`config.mk`:
```
export PLATFORM = sky130hd
export DESIGN_NAME = uart_rx_fifo
export DESIGN_NICKNAME = d
export VERILOG_FILES = /design/src/rtl/uart_rx_fifo.sv
export SDC_FILE = /design/constraint.sdc
export NUM_CORES = 1
export LEC_CHECK = 0
export ABC_AREA = 1
export CAP_MARGIN = 10
export CORE_MARGIN = 2
export CORE_UTILIZATION = 60
export DETAILED_ROUTE_END_ITERATION = 8
export PLACE_DENSITY = 0.87
export SLEW_MARGIN = 25
export SYNTH_ARGS = -nofsm -noshare
export SYNTH_HDL_FRONTEND = slang
export SYNTH_SLANG_ARGS = --single-unit
```
`constraint.sdc`:
```
create_clock -name clk -period 4.8 [get_ports clk]
set_clock_uncertainty 0.15 [all_clocks]
set_input_delay 0.48 -clock clk [delete_from_list [all_inputs] [get_ports clk]]
set_output_delay 0.48 -clock clk [all_outputs]
set_load 0.02 [all_outputs]
```
`src/rtl/uart_rx_fifo.sv`:
```
// uart_rx_fifo: 16x-oversampled 8N1 UART receiver feeding a small byte FIFO
// that is presented on a valid/ready byte interface.
module uart_rx_fifo #(
   parameter int unsigned CLK_HZ     = 100_000_000,
   parameter int unsigned BAUD       = 9600,
   parameter int unsigned FIFO_DEPTH = 4
) (
   input  logic       clk,
   input  logic       reset,
   input  logic       rx,
   output logic [7:0] data,
   output logic       valid,
   input  logic       ready,
   output logic       frame_err,
   output logic       overrun,
   output logic       busy
);

   localparam int unsigned DIV = CLK_HZ / (16 * BAUD);
   localparam int unsigned TW  = (DIV > 1) ? $clog2(DIV) : 1;
   localparam int unsigned AW  = $clog2(FIFO_DEPTH);
   localparam int unsigned CW  = $clog2(FIFO_DEPTH + 1);
   localparam logic [TW-1:0] TICK_LAST = TW'(DIV - 1);

   typedef enum logic [2:0] {
      IDLE  = 3'd0,
      START = 3'd1,
      DATA  = 3'd2,
      STOP  = 3'd3,
      BRK   = 3'd4
   } state_t;

   state_t        state, state_n;
   logic          rx_m, rx_s;
   logic [TW-1:0] tick_cnt, tick_cnt_n;
   logic [3:0]    samp_cnt, samp_cnt_n;
   logic [2:0]    bit_idx, bit_idx_n;
   logic [7:0]    shift, shift_n;
   logic          tick_c, stop_ok_c, ferr_c;

   logic [7:0]    mem [FIFO_DEPTH];
   logic [AW-1:0] rd_ptr, wr_ptr, rd_ptr_n;
   logic [CW-1:0] count, count_n;
   logic          pop_c, full_c, wr_c, ovr_c;

   // Two-flop synchroniser; idles high so reset never looks like a start bit.
   always_ff @(posedge clk) begin
      if (reset) begin
         rx_m <= 1'b1;
         rx_s <= 1'b1;
      end else begin
         rx_m <= rx;
         rx_s <= rx_m;
      end
   end

   assign tick_c = (state != IDLE) && (tick_cnt == TICK_LAST);

   // Receiver state and oversampling counters.
   always_ff @(posedge clk) begin
      if (reset) begin
         state    <= IDLE;
         tick_cnt <= '0;
         samp_cnt <= '0;
         bit_idx  <= '0;
         shift    <= '0;
      end else begin
         state    <= state_n;
         tick_cnt <= tick_cnt_n;
         samp_cnt <= samp_cnt_n;
         bit_idx  <= bit_idx_n;
         shift    <= shift_n;
      end
   end

   always_comb begin
      state_n    = state;
      tick_cnt_n = tick_cnt;
      samp_cnt_n = samp_cnt;
      bit_idx_n  = bit_idx;
      shift_n    = shift;
      stop_ok_c  = 1'b0;
      ferr_c     = 1'b0;

      if (state == IDLE || tick_c) tick_cnt_n = '0;
      else                         tick_cnt_n = tick_cnt + TW'(1);
      if (tick_c) samp_cnt_n = samp_cnt + 4'd1;

      case (state)
         IDLE: begin
            if (!rx_s) begin
               state_n    = START;
               samp_cnt_n = '0;
               bit_idx_n  = '0;
            end
         end
         START: begin
            // Mid start bit: confirm it is still low, else treat as a glitch.
            if (tick_c && samp_cnt == 4'd7) begin
               if (!rx_s) begin
                  state_n    = DATA;
                  samp_cnt_n = '0;
               end else begin
                  state_n = IDLE;
               end
            end
         end
         DATA: begin
            if (tick_c && samp_cnt == 4'd15) begin
               shift_n   = {rx_s, shift[7:1]};
               bit_idx_n = bit_idx + 3'd1;
               if (bit_idx == 3'd7) state_n = STOP;
            end
         end
         STOP: begin
            if (tick_c && samp_cnt == 4'd15) begin
               if (rx_s) begin
                  state_n   = IDLE;
                  stop_ok_c = 1'b1;
               end else begin
                  state_n = BRK;
                  ferr_c  = 1'b1;
               end
            end
         end
         BRK: begin
            if (rx_s) state_n = IDLE;
         end
         default: state_n = IDLE;
      endcase
   end

   // FIFO push/pop decisions; a full FIFO still accepts a byte when popping.
   always_comb begin
      pop_c    = valid && ready;
      full_c   = (count == CW'(FIFO_DEPTH));
      wr_c     = stop_ok_c && (!full_c || pop_c);
      ovr_c    = stop_ok_c && full_c && !pop_c;
      rd_ptr_n = pop_c ? rd_ptr + AW'(1) : rd_ptr;
      count_n  = count + CW'(wr_c) - CW'(pop_c);
   end

   always_ff @(posedge clk) begin
      if (wr_c) mem[wr_ptr] <= shift;
   end

   // Registered outputs; data tracks the head entry of the next cycle.
   always_ff @(posedge clk) begin
      if (reset) begin
         rd_ptr    <= '0;
         wr_ptr    <= '0;
         count     <= '0;
         data      <= '0;
         valid     <= 1'b0;
         frame_err <= 1'b0;
         overrun   <= 1'b0;
         busy      <= 1'b0;
      end else begin
         rd_ptr    <= rd_ptr_n;
         if (wr_c) wr_ptr <= wr_ptr + AW'(1);
         count     <= count_n;
         data      <= (wr_c && (wr_ptr == rd_ptr_n)) ? shift : mem[rd_ptr_n];
         valid     <= (count_n != '0);
         frame_err <= ferr_c;
         overrun   <= ovr_c;
         busy      <= (state_n != IDLE);
      end
   end

endmodule
```
Fig. 1: met1 routing
Bar = 20 µm.
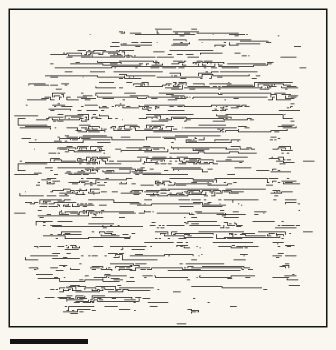
wire length on this layer: 3070 µm
longest straight run: 26.2 µm
share of all routed wire: 44%
nets with wire on the layer: 410
main direction: horizontal
WL final: 6946 µm
Vias: 2667
M1 GR Usage: 27.95%

Fig. 2: M2 wires
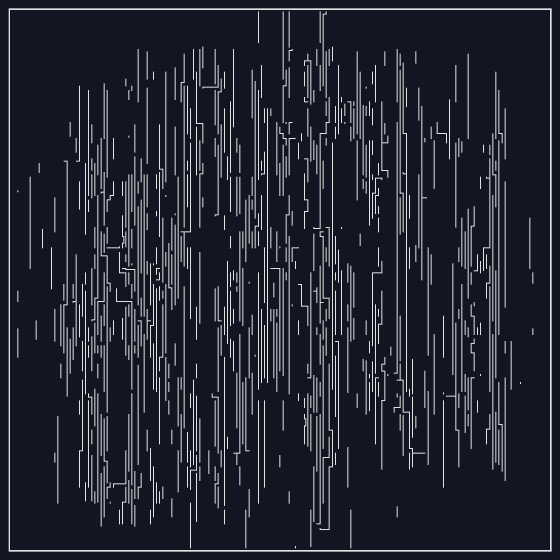
share of all routed wire: 50%
wire length on this layer: 3440 µm
longest straight run: 40.8 µm
nets with wire on the layer: 356
met2 global-route usage: 40.75%

Fig. 3: metal 3
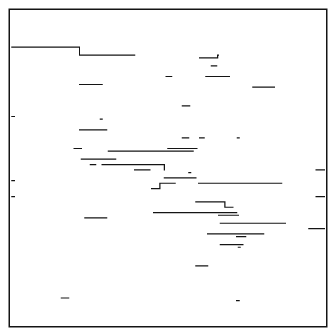
wire length on this layer: 267 µm
main direction: horizontal
nets with wire on the layer: 28

Fig. 4: track usage over the die
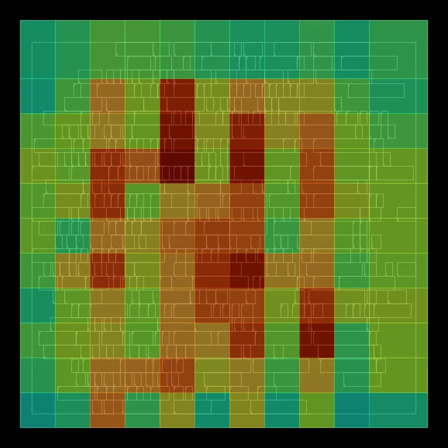
met3 Use GR: 6.966%
Final Util: 69.99%

==> qor.txt <==
Run status = completed
DR iter-0 viols = 230
Max-Cap Viols = 0
NonClk Buf Share = 3.849%
Mapped Nets = 408
F_max = 341.2 MHz
Setup WS post-layout = 1.870 ns
Share of cells above drive strength 1 = 8.654%
RSZ-0062 raised after global routing = no
Nets@finish = 427
DRC Markers = 0
Hold EP = rx_s
Chip area in the Yosys report = 0.003513 mm²
RR Startpoint = samp_cnt[0]
GP Congestion = 0.8830
Setup-failing EPs final = 0
Final hold slack = 0.2741 ns
R2R Setup Slk = 1.87 ns
Non-clk bufs = 15
Clk pin slew, worst setup/hold paths = 0.08 ns
Tot GR Track Use = 23.81%
Post-CTS setup buffers = 0
Flip-flop count of the largest register after layout = 32
CP Depth = 14
Seq cells = 81
Tap cells = 72
Clk_lat worst skew = 0.35 ns
Count leader, synth = nor2_1
Most numerous logic cell after layout = nor2_1
Finished Cell Area = 0.003901 mm²
Post-Synthesis Cells = 392
HP Start = rx_m
Detailed Routing Iterations Pass 1 = 5
-- routing by layer --
metal	share of wire (%)	GRT usage (%)	routed length, µm
met5	0	0	0
met4	2.4	9.661	169
met3	3.8	6.966	267
met2	50	40.75	3443
met1	44	27.95	3066
-- where the power goes --
| group | internal [mW] | switching [mW] |
|---|---|---|
| clock network | 0.238 | 0.232 |
| logic | 0.116 | 0.203 |
| registers | 0.742 | 0.0170 |
-- worst max-delay path by stage --
stage | startpoint | end | slack, ns
6_report | samp_cnt[0] | valid | 1.87
3_3_place_gp | ready | valid | 1.84
4_1_cts | samp_cnt[0] | valid | 1.86
3_5_place_dp | ready | valid | 1.72
2_1_floorplan | samp_cnt[0] | valid | 2.13
5_1_grt | samp_cnt[0] | valid | 1.63
Power and IR drop assume default switching activity.
